### src/rtl/game_pkg.sv
// game_pkg: shared state/mark types, board size and the ten winning lines of the 4x4 board.
package game_pkg;
  localparam int N_CELLS = 16;
  typedef enum logic [2:0] {S_TURN, S_AUTO, S_WRITE, S_CHECK, S_OVER} state_t;
  typedef enum logic [1:0] {EMPTY = 2'b00, P1 = 2'b01, P2 = 2'b10} mark_t;
  // rows, columns, then the two diagonals
  localparam logic [3:0] WIN_LINES [10][4] = '{
    '{4'd0,  4'd1,  4'd2,  4'd3},
    '{4'd4,  4'd5,  4'd6,  4'd7},
    '{4'd8,  4'd9,  4'd10, 4'd11},
    '{4'd12, 4'd13, 4'd14, 4'd15},
    '{4'd0,  4'd4,  4'd8,  4'd12},
    '{4'd1,  4'd5,  4'd9,  4'd13},
    '{4'd2,  4'd6,  4'd10, 4'd14},
    '{4'd3,  4'd7,  4'd11, 4'd15},
    '{4'd0,  4'd5,  4'd10, 4'd15},
    '{4'd3,  4'd6,  4'd9,  4'd12}
  };
  function automatic logic [1:0] cell_at(input logic [2*N_CELLS-1:0] b, input logic [3:0] i);
    return b[{i, 1'b0} +: 2];
  endfunction
endpackage

### src/rtl/win_checker.sv
// win_checker: combinational win-line and full-board detection over the 4x4 board.
module win_checker
  import game_pkg::*;
(
  input  logic [2*N_CELLS-1:0] board_i,
  output logic                 win_o,
  output mark_t                mark_o,
  output logic                 full_o
);
  always_comb begin
    win_o  = 1'b0;
    mark_o = EMPTY;
    full_o = 1'b1;
    for (int k = 0; k < N_CELLS; k++)
      if (cell_at(board_i, 4'(k)) == EMPTY) full_o = 1'b0;
    for (int l = 0; l < 10; l++)
      if (cell_at(board_i, WIN_LINES[l][0]) != EMPTY &&
          cell_at(board_i, WIN_LINES[l][0]) == cell_at(board_i, WIN_LINES[l][1]) &&
          cell_at(board_i, WIN_LINES[l][0]) == cell_at(board_i, WIN_LINES[l][2]) &&
          cell_at(board_i, WIN_LINES[l][0]) == cell_at(board_i, WIN_LINES[l][3])) begin
        win_o  = 1'b1;
        mark_o = mark_t'(cell_at(board_i, WIN_LINES[l][0]));
      end
  end
endmodule

### src/rtl/turn_scheduler.sv
// turn_scheduler: game sequencer owning cursor, player turn, turn timer and auto-move,
// issuing single-cycle cell writes and freezing after a win or draw until new_game.
module turn_scheduler
  import game_pkg::*;
#(
  parameter int TURN_CYCLES = 50000000,
  parameter int TW          = 26
) (
  input  logic                 clk,
  input  logic                 rst,
  input  logic                 move_i,
  input  logic                 select_i,
  input  logic                 new_game_i,
  input  logic [2*N_CELLS-1:0] board_i,
  output logic [3:0]           cursor_o,
  output logic                 player_o,
  output logic                 wr_en_o,
  output logic [3:0]           wr_idx_o,
  output logic [1:0]           wr_mark_o,
  output logic                 sel_err_o,
  output logic                 timeout_o,
  output logic [TW-1:0]        timer_o,
  output logic                 game_over_o,
  output logic [1:0]           winner_o
);
  state_t        state_q, state_d;
  logic [3:0]    cursor_q, cursor_d, scan_q, scan_d, wr_idx_q, wr_idx_d;
  logic          player_q, player_d;
  logic [TW-1:0] timer_q, timer_d;
  logic [1:0]    winner_q, winner_d;
  logic          win, full, sel_ok;
  mark_t         win_mark;
  win_checker u_win (.board_i(board_i), .win_o(win), .mark_o(win_mark), .full_o(full));
  assign sel_ok = select_i && cell_at(board_i, cursor_q) == EMPTY;
  always_ff @(posedge clk or negedge rst)
    if (!rst) begin
      state_q  <= S_TURN;
      cursor_q <= '0;
      scan_q   <= '0;
      wr_idx_q <= '0;
      player_q <= 1'b0;
      timer_q  <= '0;
      winner_q <= '0;
    end else begin
      state_q  <= state_d;
      cursor_q <= cursor_d;
      scan_q   <= scan_d;
      wr_idx_q <= wr_idx_d;
      player_q <= player_d;
      timer_q  <= timer_d;
      winner_q <= winner_d;
    end
  always_comb begin
    state_d   = state_q;
    cursor_d  = cursor_q;
    scan_d    = scan_q;
    wr_idx_d  = wr_idx_q;
    player_d  = player_q;
    timer_d   = timer_q;
    winner_d  = winner_q;
    sel_err_o = 1'b0;
    timeout_o = 1'b0;
    case (state_q)
      S_TURN: begin
        timer_d = timer_q + 1'b1;
        if (sel_ok) begin
          wr_idx_d = cursor_q;
          state_d  = S_WRITE;
        end else if (select_i) sel_err_o = 1'b1;
        else if (move_i) cursor_d = cursor_q + 4'd1;
        // a valid select on the expiry cycle beats the auto-move
        if (!sel_ok && timer_q == TW'(TURN_CYCLES - 1)) begin
          timeout_o = 1'b1;
          scan_d    = cursor_q;
          state_d   = S_AUTO;
        end
      end
      S_AUTO: begin
        if (cell_at(board_i, scan_q) == EMPTY) begin
          wr_idx_d = scan_q;
          state_d  = S_WRITE;
        end else scan_d = scan_q + 4'd1;
      end
      S_WRITE: state_d = S_CHECK;
      S_CHECK: begin
        if (win || full) begin
          winner_d = win ? win_mark : EMPTY;
          state_d  = S_OVER;
        end else begin
          player_d = ~player_q;
          timer_d  = '0;
          state_d  = S_TURN;
        end
      end
      S_OVER: begin
        if (new_game_i) begin
          state_d  = S_TURN;
          cursor_d = '0;
          scan_d   = '0;
          wr_idx_d = '0;
          player_d = 1'b0;
          timer_d  = '0;
          winner_d = '0;
        end
      end
      default: state_d = S_TURN;
    endcase
  end
  assign cursor_o    = cursor_q;
  assign player_o    = player_q;
  assign wr_en_o     = state_q == S_WRITE;
  assign wr_idx_o    = wr_idx_q;
  assign wr_mark_o   = wr_en_o ? (player_q ? P2 : P1) : EMPTY;
  assign timer_o     = timer_q;
  assign game_over_o = state_q == S_OVER;
  assign winner_o    = winner_q;
endmodule
### config.mk
export PLATFORM = sky130hd
export DESIGN_NAME = turn_scheduler
export DESIGN_NICKNAME = d
export VERILOG_FILES = /design/src/rtl/game_pkg.sv /design/src/rtl/win_checker.sv /design/src/rtl/turn_scheduler.sv
export SDC_FILE = /design/constraint.sdc
export NUM_CORES = 1
export LEC_CHECK = 0
export CORE_MARGIN = 2
export CORE_UTILIZATION = 35
export CTS_BUF_LIST = sky130_fd_sc_hd__clkbuf_16
export DETAILED_ROUTE_END_ITERATION = 6
export GPL_TIMING_DRIVEN = 0
export PLACE_DENSITY = 0.67
export SYNTH_ARGS = -nofsm -noshare
export SYNTH_HDL_FRONTEND = slang
export SYNTH_HIERARCHICAL = 1
export SYNTH_SLANG_ARGS = --single-unit
export TNS_END_PERCENT = 5
### constraint.sdc
create_clock -name clk -period 3.5 [get_ports clk]
set_clock_uncertainty 0.15 [all_clocks]
set_input_delay 0.525 -clock clk [delete_from_list [all_inputs] [get_ports clk]]
set_output_delay 0.525 -clock clk [all_outputs]
set_load 0.05 [all_outputs]
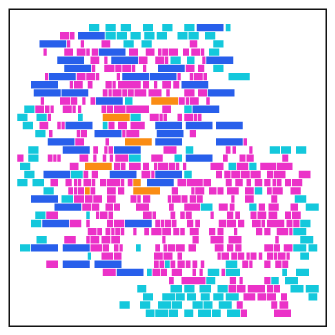
*Placed cells, one colour a class, run 1*
Scale: 3 px per um.
| class | colour | cells | share of their area |
|---|---|---|---|
| clock drivers and dummy loads | orange | 7 | 2.9% |
| flops | blue | 44 | 23% |
| combinational and other logic | magenta | 352 | 51% |
| other buffers and delay cells | cyan | 108 | 22% |

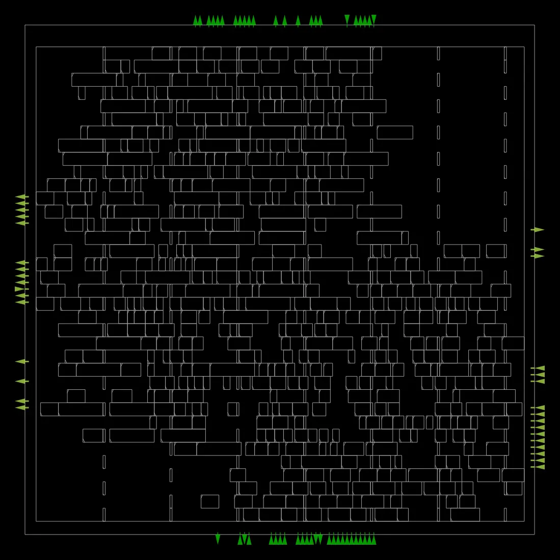
*Cell outlines without signal wires, run 1*
Finished Layout Cells: 644
final core utilization: 49.5%
Tapcells: 133

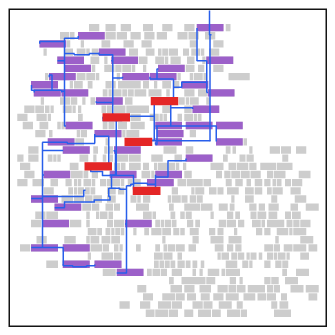
*Clock wires, drivers and flops, run 1*
Scale: 3 px per um.
[clock wires] blue | length: 609 um
[clock drivers] red | count: 5
[flip-flops] purple | count: 44
routed clock nets: 6

==> changes_impl.md, run 1 <==
## Implementation

- Outcome: finished clean
- Initial antenna violation count: 0
- Final Instance Area: 4880 um2
- WP data arrival: 3490 ps
- Clock period minus worst slack: 3480 ps
- MUX area fraction: 3.14%
- Max reg flops: 26
- Top cell excl fill/tap: nor2_1
- Required @ worst endpoint: 3510 ps
- Placement row count: 36
- Startpoint types: input pin
- Largest cells by area after synthesis: dfrtp_1 (31%), nor2_1 (5.9%), nand4_1 (4.4%)
- Final worst path period share: 99.3%
- Biggest Area Class: combinational gates
- Met1 Wirelength: 5190 um
- Syn nets: 456
- Total gr overflow: 0
- Most frequent cells in the layout: nor2_1 (51), clkdlybuf4s50_1 (46), dfrtp_1 (44)
- Synthesis-to-layout area growth: 36.3%
- Post-DP HPWL: 8250 um
- Ys flops: 44
- P_seq: 740 uW
- Average via count per standard cell: 5.91
- DR iter-0 viols: 348
- Setup TNS: 0 ps
- EDFF count, synth: 0
- Top_reg_cell synth: dfrtp_1
- CP Class: input pin to register
- Clk root buf: clkbuf_16
- Synth area leader: dfrtp_1
- Dpl cells: 629
- Worst path cell trace: dlygate4sd2_1, nor4_1, o21ai_4, nand3_2, or3_4, or3_4, nor2_4, a22oi_2, nor4_4, nand3_2, buf_4, xor2_1, nor2_1
- Peak Freq: 288 MHz
- NonClk Buf Share: 21.6%
- Routed vias: 3803
- Comb area leader: simple AND/OR/NAND/NOR gates
- FF-to-FF End: wr_idx_o[0]$_DFFE_PN0P_
- Pre-CTS WS: -999 ps
- Top Usage Layer GRT: met2
- Inverters: 9
- Final wirelength: 11500 um
- M1 GR Usage: 28.3%
- Sw Ratio: 46.9%
- CTS tree: yes
- Clock network area share: 2.82%
- Core footprint: 9860 um2
- Share of power burned in registers: 26.7%
- Register area: 1100 um2
- Critical R2R Launch: timer_o[8]$_DFFE_PN0P_
- Crit-path max FO: 9
- Worst-Skew Late Latency: 280 ps
- Flop count: 44
- Chip width: 105 um
- Chip area: 11100 um2
- Post-Syn Area: 3580 um2
- RSZ-0062 raised after global routing: true
- Number of global-route vias before repair: 3714
- Yosys xor share: 6.36%
- Met3 wire len: 743 um
- H-Tree Depth: 2
- Fin. Hold Viols: 0
- Pwr top: combinational cells
- Simple share: 35.4%
- Ys cells: 416
- CTS Buf Count: 5
- Worst Setup End Kind: register
- Met2 Use GR: 32.3%
- Crit-path leading delay family: simple AND/OR/NAND/NOR gates
- Levels on crit path: 13
- Worst path bufs/invs: 2
- IO buf count: 79
- Post-CTS Setup Repair Bufs: 1
- Worst Setup EP: timer_o[21]$_DFFE_PN0P_
- Global-route wire length before repair: 18300 um
- # IOs: 80
- Comb power frac: 57.0%
- FFs w/ async S/R, synth: 100%
- Core Util at FP: 36.3%
- MaxCap Viol Count: 0
- Crit-path max cell delay: 460 ps
- Largest net degree at the start of global routing: 30
- Drt drc: 0
- VDD IR max: 0.481 mV
- Ao+oa area frac: 18.4%
- Final setup viols: 0
- Static Leakage: 0.00206 uW
- CLK BUF: 5
- Top routing layer in use: met4
- MI comb cells: 343
- Adder Share, Synth: 1.05%
- CTS Buffer Depth: 2
- Routed Antenna Nets: 0
- WL met2: 5370 um
- Clk sinks: 44
- Cell Type Count: 74
- Multi-input combinational area share: 48.9%
- Seq share, synth: 30.7%
- Reg2reg path depth: 7
- Internal: 1470 uW
- Critical path startpoint: board_i[19]
- Top cells by count: nor2_1 (56), dfrtp_1 (44), nand2_1 (31)
- Ant. Diodes: 0
- Combinational gate power: 1580 uW
- Hold Path Class: input pin to async pin
- Sw Pwr: 1300 uW
- PD cells: 568 nW/um2
- Synth warn: 6
- Hold-fix buffer count after cts: 0
- Final Worst Setup Slack: 23.0 ps
- DR WL/cell: 17.8 um
- Non-clk bufs: 108
- Clock group power: 454 uW
- Synth top cell by count: nor2_1
- GP Congestion: 0.881
- Die height: 105 um
- Worst hold slack: 9.66 ps
- Synthesis area per yosys: 3580 um2
- Clock power frac: 16.4%
- Syn Area/Cell: 8.61 um2
## Run 2: what changed since run 1
Settings changed: CORE_UTILIZATION 35 to 43, PLACE_DENSITY 0.67 to 0.78.
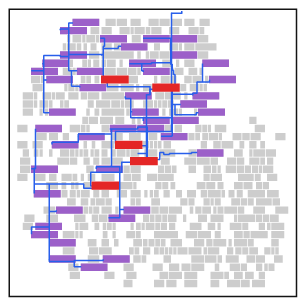
*Clock wires, drivers and flops, run 2*
Scale: 3 px per um.
[clock wires] blue | length: 604 um
[flip-flops] purple | count: 44
[clock drivers] red | count: 5
routed clock nets: 6
Worst-Skew Late Latency: 290 ps
clock group power: 550 uW
Clock power frac: 19.2%

==> run 2 against run 1 <==
- clock-buffer cell count did not move
- largest power group unchanged
- area after synthesis did not move
- first-iteration DRC count rose by 35%
- final cell count fell by 4.5%
- cell area fell by 0.10%
==> changes_impl.md, run 2 <==
## Implementation

- Hold-fix buffer count after cts: 1 (+1)
- Placed cell areas: 4520 um2
- Post-DP HPWL: 8100 um (-1.7%)
- M1 GR Usage: 35.3% (+7.0 points)
- Required @ worst endpoint: 3520 ps (about the same)
- Worst Setup EP: timer_o[15]$_DFFE_PN0P_
- Global-route wire length before repair: 18400 um (+0.68%)
- RSZ-0062 raised after global routing: true
- Simple share: 35.4% (unchanged)
- Pwr top: combinational cells
- Synthesis-to-layout area growth: 36.2%
- Design Power: 2870 uW
- Placement row count: 33 (-8.3%)
- Critical R2R Launch: timer_o[17]$_DFFE_PN0P_
- MUX area fraction: 3.14% (unchanged)
- Crit-path max cell delay: 440 ps (-20 ps)
- Met2 Use GR: 42.3% (+10 points)
- Fin nets: 549
- Top cells by count: nor2_1 (56), dfrtp_1 (44), nand2_1 (31)
- DR iter-0 viols: 471 (+35%)
- Final setup viols: 0 (unchanged)
- Worst hold slack: 351 ps (+341 ps)
- Crit-path leading delay family: simple AND/OR/NAND/NOR gates
- Crit-path max FO: 9 (unchanged)
- Chip width: 95.3 um (-9.4%)
- CTS tree: yes
- Post-Syn Area: 3580 um2 (unchanged)
- Average via count per standard cell: 6.26 (+6.0%)
- MaxCap Viol Count: 0 (unchanged)
- Met1 Wirelength: 4800 um (-7.6%)
- # IOs: 80 (unchanged)
- Core Util at FP: 44.0% (+7.7 points)
- Total gr overflow: 0 (unchanged)
- Syn nets: 456 (unchanged)
- Final core utilization: 60.0% (+10 points)
- Combinational gate power: 1580 uW (about the same)
- Multi-input combinational area share: 49.1% (+0.18 points)
- Hold Path Class: register to register
- Final Worst Setup Slack: 67.6 ps (+44.6 ps)
- Pre-CTS WS: -951 ps (+47.9 ps)
- GP Congestion: 0.926 (+5.1%)
- Worst path bufs/invs: 2 (unchanged)
- DRT Pass-1 Iters: 7
- Logic area: 2400 um2
- VDD IR max: 0.632 mV (+31%)
- Cell Type Count: 74 (unchanged)
- Clock network area share: 3.51% (+0.70 points)
- Max reg flops: 26 (unchanged)
- P_seq: 742 uW (about the same)
- Clock period minus worst slack: 3430 ps (-44.6 ps)
- Internal: 1560 uW (+6.1%)
- Worst-Margin Slew: 696 ps
- Outcome: finished clean
- Clk sinks: 44 (unchanged)
- Clk root buf: clkbuf_16
- Top Usage Layer GRT: met2
- Share of power burned in registers: 25.8% (-0.9 points)
- Worst path cell trace: dlygate4sd2_1, buf_6, and4_4, o21ai_4, nand3_2, or3_4, or3_4, nor2_4, a22oi_2, or3_4, nor2_4, nand4_1, xor2_1, nor2_1
- Ys flops: 44 (unchanged)
- Core footprint: 8130 um2 (-18%)
- Levels on crit path: 14 (+1)
- Register area: 1100 um2 (unchanged)
- Synthesis area per yosys: 3580 um2 (unchanged)
- Final wirelength: 11400 um (-0.69%)
- Synth area leader: dfrtp_1
- Non-clk bufs: 106 (-1.9%)
- Reg2reg path depth: 7 (unchanged)
- WP data arrival: 3460 ps (-30 ps)
- Top_reg_cell synth: dfrtp_1
- Critical path startpoint: board_i[25]
- Largest net degree at the start of global routing: 35 (+17%)
- CTS Buffer Depth: 2 (unchanged)
- WL met2: 5500 um (+2.5%)
- Dpl cells: 601 (-4.5%)
- Worst Setup End Kind: register
- FFs w/ async S/R, synth: 100% (unchanged)
- Met3 wire len: 789 um (+6.2%)
- Ao+oa area frac: 18.4% (unchanged)
- CTS Buf Count: 5 (unchanged)
- Chip area: 9070 um2 (-18%)
- Fin. Hold Viols: 0 (unchanged)
- Final Instance Area: 4880 um2 (-0.10%)
- Flop count: 44 (unchanged)
- Yosys xor share: 6.36% (unchanged)
- Routed Antenna Nets: 0 (unchanged)
- FF-to-FF End: wr_idx_o[3]$_DFFE_PN0P_
- Startpoint types: input pin
- Comb power frac: 55.0% (-2.0 points)
- Finished Layout Cells: 615 (-4.5%)
- Seq share, synth: 30.7% (unchanged)
- Top routing layer in use: met4
- Drt drc: 0 (unchanged)
- Final worst path period share: 98.1% (-1.3 points)
- Most frequent cells in the layout: nor2_1 (52), clkdlybuf4s50_1 (47), dfrtp_1 (44)
- Setup TNS: 0 ps (unchanged)
- Synth top cell by count: nor2_1
- DR WL/cell: 18.5 um (+4.0%)
- Number of global-route vias before repair: 3570 (-3.9%)
- IO buf count: 79 (unchanged)
- Routed vias: 3848 (+1.2%)
- Sw Ratio: 45.6% (-1.3 points)
- Comb area leader: simple AND/OR/NAND/NOR gates
- Crit-path most repeated cell: or3_4
- H-Tree Depth: 2 (unchanged)
- CP Class: input pin to register
- Top cell excl fill/tap: nor2_1
- Ant. Diodes: 0 (unchanged)
- Die height: 95.3 um (-9.4%)
- NonClk Buf Share: 21.4% (-0.18 points)
- Adder Share, Synth: 1.05% (unchanged)
- Peak Freq: 291 MHz (+1.3%)
- Initial antenna violation count: 0 (unchanged)
- Tapcells: 105 (-21%)
- Static Leakage: 0.00208 uW (+1.0%)
- CLK BUF: 5 (unchanged)
- Largest cells by area after synthesis: dfrtp_1 (31%), nor2_1 (5.9%), nand4_1 (4.4%)
- Biggest Area Class: combinational gates
- Sw Pwr: 1310 uW (+0.75%)
- Ys cells: 416 (unchanged)
- Inverters: 9 (unchanged)
- EDFF count, synth: 0 (unchanged)
- MI comb cells: 343 (unchanged)
## Run 3: what changed since run 2
Settings changed: CAP_MARGIN from default to 20.
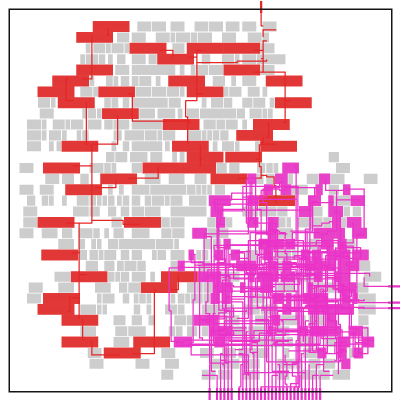
*Port wiring, run 3*
Scale: 4 px per um.
| port | colour | bits | direction | end cells | buffers | wire |
|---|---|---|---|---|---|---|
| `board_i` | magenta | 32 | input | 102 | 39 | 3270 um |
| `rst` | red | 1 | input | 44 | 3 | 350 um |

==> run 3 against run 2 <==
- die area is the same
- sequential share of layout area unchanged
- critical path type unchanged
- clock power barely moved
- largest power group unchanged
- sequential power about the same
==> changes_impl.md, run 3 <==
## Implementation

- Final worst path period share: 98.1% (unchanged)
- DR WL/cell: 18.5 um (unchanged)
- WP data arrival: 3460 ps (about the same)
- Met1 Wirelength: 4800 um (unchanged)
- Worst Setup EP: timer_o[15]$_DFFE_PN0P_
- Max reg flops: 26 (unchanged)
- Static Leakage: 0.00208 uW (unchanged)
- Share of power burned in registers: 25.8% (about the same)
- Ant. Diodes: 0 (unchanged)
- MaxCap Viol Count: 0 (unchanged)
- Synthesis area per yosys: 3580 um2 (unchanged)
- Met3 wire len: 789 um (unchanged)
- Startpoint types: input pin
- DR iter-0 viols: 471 (unchanged)
- Dpl cells: 601 (unchanged)
- Routed Antenna Nets: 0 (unchanged)
- Levels on crit path: 14 (unchanged)
- Crit-path max cell delay: 440 ps (about the same)
- EDFF count, synth: 0 (unchanged)
- Finished Layout Cells: 615 (unchanged)
- Combinational gate power: 1580 uW (about the same)
- Biggest Area Class: combinational gates
- Largest net degree at the start of global routing: 35 (unchanged)
- Clock period minus worst slack: 3430 ps (unchanged)
- Pwr top: combinational cells
- Ys cells: 416 (unchanged)
- Final setup viols: 0 (unchanged)
- Outcome: finished clean
- CTS Buf Count: 5 (unchanged)
- Top cells by count: nor2_1 (56), dfrtp_1 (44), nand2_1 (31)
- WL met2: 5500 um (unchanged)
- Worst path cell trace: dlygate4sd2_1, buf_6, and4_4, o21ai_4, nand3_2, or3_4, or3_4, nor2_4, a22oi_2, or3_4, nor2_4, nand4_1, xor2_1, nor2_1
- VDD IR max: 0.632 mV (unchanged)
- Comb area leader: simple AND/OR/NAND/NOR gates
- Post-DP HPWL: 8100 um (unchanged)
- Critical path startpoint: board_i[25]
- P_seq: 742 uW (about the same)
- Fin nets: 549 (unchanged)
- NonClk Buf Share: 21.4% (unchanged)
- Clock power frac: 19.2% (about the same)
- Non-clk bufs: 106 (unchanged)
- Top Usage Layer GRT: met2
- # IOs: 80 (unchanged)
- Total gr overflow: 0 (unchanged)
- Number of global-route vias before repair: 3570 (unchanged)
- Ys flops: 44 (unchanged)
- Worst-Margin Slew: 696 ps (unchanged)
- Inverters: 9 (unchanged)
- Sw Ratio: 45.6% (unchanged)
- Synth area leader: dfrtp_1
- Required @ worst endpoint: 3520 ps (about the same)
- Top_reg_cell synth: dfrtp_1
- Chip area: 9070 um2 (unchanged)
- Met2 Use GR: 42.3% (unchanged)
- Syn nets: 456 (unchanged)
- Peak Freq: 291 MHz (unchanged)
- Worst hold slack: 351 ps (unchanged)
- Worst Setup End Kind: register
- Average via count per standard cell: 6.26 (unchanged)
- Clk sinks: 44 (unchanged)
- Clock network area share: 3.51% (unchanged)
- Core footprint: 8130 um2 (unchanged)
- Hold-fix buffer count after cts: 1 (unchanged)
- Crit-path leading delay family: simple AND/OR/NAND/NOR gates
- Seq share, synth: 30.7% (unchanged)
- Final Instance Area: 4880 um2 (unchanged)
- Crit-path most repeated cell: or3_4
- Pre-CTS WS: -951 ps (unchanged)
- CLK BUF: 5 (unchanged)
- Ao+oa area frac: 18.4% (unchanged)
- Placed cell areas: 4520 um2 (unchanged)
- Final core utilization: 60.0% (unchanged)
- Register area: 1100 um2 (unchanged)
- MUX area fraction: 3.14% (unchanged)
- Global-route wire length before repair: 18400 um (unchanged)
- MI comb cells: 343 (unchanged)
- CP Class: input pin to register
- Chip width: 95.3 um (unchanged)
- Routed vias: 3848 (unchanged)
- Tapcells: 105 (unchanged)
- Core Util at FP: 44.0% (unchanged)
- Final wirelength: 11400 um (unchanged)
- DRT Pass-1 Iters: 7 (unchanged)
- Logic area: 2400 um2 (unchanged)
- Clock group power: 550 uW (about the same)
- H-Tree Depth: 2 (unchanged)
- Flop count: 44 (unchanged)
- CTS Buffer Depth: 2 (unchanged)
No activity file was given, so power comes from the tool's default toggle rates.
